==> config.mk <==
export PLATFORM = sky130hd
export DESIGN_NAME = cssub16_serial
export DESIGN_NICKNAME = d
export VERILOG_FILES = /design/src/rtl/cssub16_serial.sv
export SDC_FILE = /design/constraint.sdc
export NUM_CORES = 1
export LEC_CHECK = 0
export CORE_MARGIN = 3
export CORE_UTILIZATION = 30
export CTS_CLUSTER_SIZE = 28
export DETAILED_ROUTE_END_ITERATION = 12
export DONT_BUFFER_PORTS = 1
export SYNTH_ARGS = -nofsm -noshare
export SYNTH_HDL_FRONTEND = slang
export SYNTH_SLANG_ARGS = --single-unit
==> constraint.sdc <==
create_clock -name clk -period 5.6 [get_ports clk]
set_input_delay 0.84 -clock clk [delete_from_list [all_inputs] [get_ports clk]]
set_output_delay 0.84 -clock clk [all_outputs]
set_load 0.005 [all_outputs]
==> run_1/registers.png <==
Scale: 2 px per um. Other sequential cells in the stronger grey, the rest of the logic in the fainter grey.
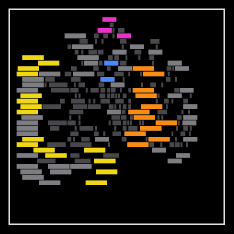
| colour | netlist name | sequential cells |
|---|---|---|
| orange | diff_q | 12 |
| magenta | skip_cnt | 3 |
| blue | state | 2 |
| yellow | b_q | 16 |
not coloured: 39
sequential cell area: 1920 um2
Seq area share: 0.578

==> run_1/port_nets.png <==
Scale: 4 px per um.
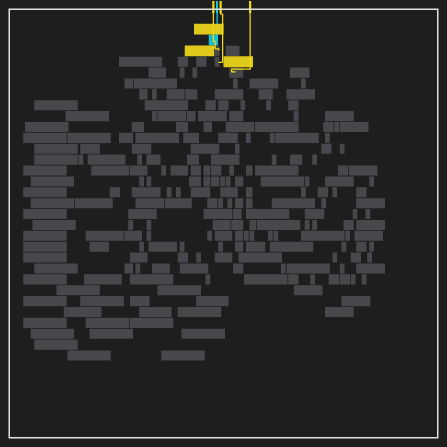
| colour | port | direction | end cells | wire |
|---|---|---|---|---|
| yellow | skip_cnt | output | 3 | 46.8 um |
| cyan | out_ready | input | 1 | 8.20 um |
Boundary Pins: 59
PortBufs: 0

==> run_1/gate_families.png <==
Scale: 4 px per um.
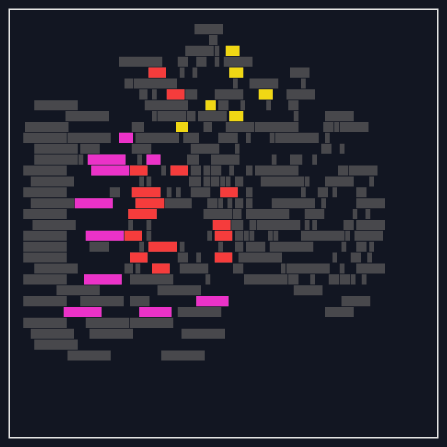
| colour | family | cells |
|---|---|---|
| red | adder and majority cells | 15 |
| yellow | AND-OR and OR-AND gates | 6 |
| magenta | multiplexers | 10 |
most frequent logic cell in the layout: edfxtp_1
combinational fraction of the cell area: 0.297
Finished Layout Cells: 357

==> Changelog: implementation, run 1 <==
### Changed

- Final Util: 0.339
- Drt pass-1 iters: 4
- Final net count: 271
- Fp util: 0.310
- Part of the Yosys area used for sequential elements: 0.631
- Mapped Nets: 270
- Non-clock buffer share of cell area: 0.00226
- Cell Type Count: 34
- N_diodes: 0
- Buf/Inv on CP: 2
- Tap Cells: 133
- Simple-Gate Area Share: 0.110
- Worst setup SP type: flop
- CP max stage delay: 0.85 ns
- WHS Path Cells: 2
- ClkCell Share: 0.0583
- Tcrit/Tclk final: 0.658
- Cts repair resizes: 0
- Area Overhead vs Synth: 9.12%
- Critical path class: reg -> reg
- Placed Instance Area: 3130 um2
- Sw Ratio: 0.229
- Warnings, synthesis: 0
- DRT antenna net count: 0
- CTS tree: done
- Die H: 107 um
- M3 GR Usage: 0.0656
- Core area: 9820 um2
- Worst Path Required: 5.65 ns
- R2R depth: 8
- Top cells by count: edfxtp_1, nand2_1, dfxtp_1
- Clock transition at path regs: 0.08 ns
- Power density over the cells: 322 nW/um2
- Buffers excl. clock: 1
- Max VDD drop: 0.000226 V
- Setup TNS: 0 ns
- FMAX: 272 MHz
- Final WL: 5090 um
- WL met3: 597 um
- Fraction of layout cells with a size suffix above 1: 0.0938
- Clock power frac: 0.372
- Top class by area: sequential cells
- Adder share: 0.0715
- Routed WL per cell: 14.3 um
- Status: complete, no violations
- DRC: 0
- Post-synthesis instance total: 218
- Clock Path Buffers: 2
- Clock period minus worst slack: 3.68 ns
- Total Power: 1.07 mW
- Yosys top cell by instances: edfxtp_1
- Clk_buf instances: 9
- YS chip area: 3050 um2
- P_comb: 0.0760 mW
- Xor/xnor share: 0.00287
- Delay-heaviest family, CP: adder cells
- Count of tool warnings: 34
- Worst Skew: 0.00862 ns
- Sequential-cell power consumption: 0.596 mW
- Max Cap Viol: 0
- Met2 WL: 2370 um
- Actual slew at the worst max-slew pin: 0.848 ns
- DR iter-0 viols: 71
- Final worst slack: 1.92 ns
- H-tree Lvls: 3
- RSZ-0062 raised after global routing: false
- First-pass GRT wire length: 8160 um
- Critical Path AT: 3.74 ns
- Vias in the first global route: 1613
- Seq cells: 72
- Total gr overflow: 0
- WP depth: 8
- Switching power: 0.244 mW
- DRT met1 WL: 2050 um
- Post-Syn Area: 3050 um2
- Non-CTS inverters: 13
- Met2 Use GR: 0.147
- Die area: 11400 um2
- Main logic family: simple AND/OR/NAND/NOR gates
- Pwr top: registers
- Row cnt: 36
- Logic gate share of total power: 0.071
- Fill count: 1008
- Largest net degree at the start of global routing: 29
- Critical path cell sequence: mux4_1 -> fa_1 -> fa_1 -> fa_1 -> inv_1 -> fa_1 -> inv_1 -> nor4b_1
- Most Crowded Layer GR: met2
- Postcts setup bufs: 0
- Grt met1 use: 0.101
- Complex Gates by Area: 0.0661
- Vias per cell: 4.41
- Multi-input logic area: 986 um2
- Post-Place Cells: 341
- Post-synth top area cell: edfxtp_1
- Die width: 107 um
- Final setup fails: 0
- Top routing layer in use: met4
- Top cells by area: edfxtp_1, dfxtp_1, mux4_1
- Clock Sinks: 72
- Worst slack, placed: 1.92 ns
- P_leak: 1.21 nW
- Synthesized area per cell: 14.0 um2
- Crit Path Max Fanout: 18
- CP most frequent cell: fa_1
- Logic Gate Count: 122
- Clk latency late pin: 0.34 ns
==> run_1/final_clocks.png <==
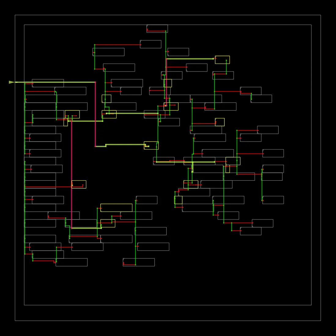

==> inputs of run 2 (changes only) <==
clock period = 3.25 ns   (was 5.6 ns; I/O delays follow)
==> run_2/final_clocks.png <==
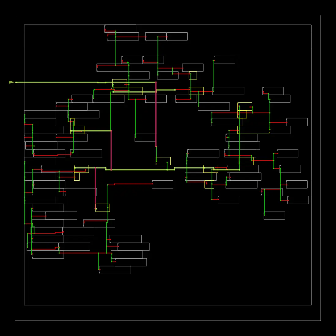
Clock Sinks: 72
Seq cells: 72
Worst Skew: 0.0136 ns
clock-net power: 0.766 mW
clk latency late pin: 0.34 ns

==> run 2 against run 1 <==
Final cell count grew 0.84%. Critical path depth is the same. Power grew 80%. Area after synthesis did not move. Sequential power up 71%. Combinational power increased by 87%. Core utilization up 0.47 points. Sequential share of layout area decreased by 0.79 points. Die area unchanged. Hold slack got worse by 0.25 ns. Setup slack got worse by 1.7 ns. Via count grew 1.3%.
==> Changelog: implementation, run 2 <==
### Changed

- Cts repair resizes: 0 (unchanged)
- Most frequent logic cell in the layout: edfxtp_1 (unchanged)
- RSZ-0062 raised after global routing: false (unchanged)
- WP depth: 8 (unchanged)
- Status: complete, no violations (unchanged)
- Non-CTS inverters: 13 (unchanged)
- Logic gate share of total power: 0.074 (was 0.071)
- CP most frequent cell: fa_1 (unchanged)
- Post-Syn Area: 3050 um2 (unchanged)
- Total Power: 1.93 mW (was 1.07 mW)
- Seq area share: 0.570 (was 0.578)
- Complex Gates by Area: 0.0661 (unchanged)
- Final WL: 5250 um (was 5090 um)
- Critical path class: reg -> reg (unchanged)
- Flop pwr share: 0.529 (was 0.557)
- Yosys top cell by instances: edfxtp_1 (unchanged)
- Power density over the cells: 572 nW/um2 (was 322 nW/um2)
- Row cnt: 36 (unchanged)
- WL met3: 536 um (was 597 um)
- Mapped Nets: 270 (unchanged)
- P_comb: 0.142 mW (was 0.0760 mW)
- Sw Ratio: 0.221 (was 0.229)
- Worst setup SP type: flop (unchanged)
- Fill count: 1000 (was 1008)
- Final worst slack: 0.189 ns (was 1.92 ns)
- Final Util: 0.343 (was 0.339)
- Boundary Pins: 59 (unchanged)
- Delay-heaviest family, CP: adder cells (unchanged)
- Multi-input logic area: 986 um2 (unchanged)
- ClkCell Share: 0.0646 (was 0.0583)
- Switching power: 0.427 mW (was 0.244 mW)
- Die width: 107 um (unchanged)
- Sequential cell area: 1920 um2 (unchanged)
- Top cells by area: edfxtp_1, dfxtp_1, mux4_1 (unchanged)
- Clock transition at path regs: 0.08 ns (about the same)
- P_leak: 1.24 nW (was 1.21 nW)
- First-pass GRT wire length: 8580 um (was 8160 um)
- CP max stage delay: 0.60 ns (was 0.85 ns)
- Post-synth top area cell: edfxtp_1 (unchanged)
- Hold Worst Slack: 0.232 ns (was 0.479 ns)
- Adder share: 0.0715 (unchanged)
- Vias in the first global route: 1714 (was 1613)
- Logic Gate Count: 122 (unchanged)
- M3 GR Usage: 0.0608 (was 0.0656)
- Post-route cell area: 3370 um2 (was 3320 um2)
- Critical path cell sequence: mux4_1 -> fa_1 -> fa_1 -> fa_1 -> inv_1 -> fa_1 -> inv_1 -> nor3_1 (was mux4_1 -> fa_1 -> fa_1 -> fa_1 -> inv_1 -> fa_1 -> inv_1 -> nor4b_1)
- Simple-Gate Area Share: 0.110 (unchanged)
- Clock period minus worst slack: 3.06 ns (was 3.68 ns)
- Clock power frac: 0.397 (was 0.372)
- Critical Path AT: 3.15 ns (was 3.74 ns)
- Main logic family: simple AND/OR/NAND/NOR gates (unchanged)
- Met2 Use GR: 0.152 (was 0.147)
- Top cells by count: edfxtp_1, nand2_1, dfxtp_1 (unchanged)
- Clk_buf instances: 9 (unchanged)
- PortBufs: 0 (unchanged)
- Max VDD drop: 0.000260 V (was 0.000226 V)
- DRT met1 WL: 2280 um (was 2050 um)
- Count of tool warnings: 34 (unchanged)
- Die area: 11400 um2 (unchanged)
- Post-synthesis instance total: 218 (unchanged)
- Tap Cells: 133 (unchanged)
- Synthesized area per cell: 14.0 um2 (unchanged)
- Clock Path Buffers: 2 (unchanged)
- Fraction of layout cells with a size suffix above 1: 0.110 (was 0.0938)
- Max Cap Viol: 0 (unchanged)
- Pwr top: registers (unchanged)
- Cell Type Count: 34 (unchanged)
- Tcrit/Tclk final: 0.942 (was 0.658)
- DR iter-0 viols: 78 (was 71)
- Fp util: 0.310 (unchanged)
- Xor/xnor share: 0.00287 (unchanged)
- WHS Path Cells: 0 (was 2)
- Buffers excl. clock: 4 (was 1)
- Die H: 107 um (unchanged)
- Most common logic cells in the final layout: edfxtp_1, nand2_1, dfxtp_1 (unchanged)
- Total gr overflow: 0 (unchanged)
- Final net count: 274 (was 271)
- Area Overhead vs Synth: 10.6% (was 9.12%)
- DRC: 0 (unchanged)
- Area leader share: 0.473 (unchanged)
- Routed WL per cell: 14.6 um (was 14.3 um)
- Core area: 9820 um2 (unchanged)
- Largest net degree at the start of global routing: 29 (unchanged)
- R2R depth: 8 (unchanged)
- Vias per cell: 4.43 (was 4.41)
- Postcts setup bufs: 0 (unchanged)
- Non-clock buffer share of cell area: 0.00891 (was 0.00226)
- Crit Path Max Fanout: 3 (was 18)
- FMAX: 327 MHz (was 272 MHz)
- Part of the Yosys area used for sequential elements: 0.631 (unchanged)
- Placed Instance Area: 3150 um2 (was 3130 um2)
- Setup TNS: 0 ns (unchanged)
- Met2 WL: 2390 um (was 2370 um)
- H-tree Lvls: 3 (unchanged)
- Sequential-cell power consumption: 1.02 mW (was 0.596 mW)
- Top routing layer in use: met4 (unchanged)
- Actual slew at the worst max-slew pin: 0.874 ns (was 0.848 ns)
- Combinational fraction of the cell area: 0.293 (was 0.297)
- Warnings, synthesis: 0 (unchanged)
- Worst slack, placed: 0.191 ns (was 1.92 ns)
- DRT antenna net count: 0 (unchanged)
- Buf/Inv on CP: 2 (unchanged)
- Top class by area: sequential cells (unchanged)
- Most Crowded Layer GR: met2 (unchanged)
- CTS tree: done (unchanged)
- N_diodes: 0 (unchanged)
- Finished Layout Cells: 360 (was 357)
- Worst Path Required: 3.34 ns (was 5.65 ns)
- Drt pass-1 iters: 5 (was 4)
- YS chip area: 3050 um2 (unchanged)
Power is estimated from default activity; no workload was simulated.
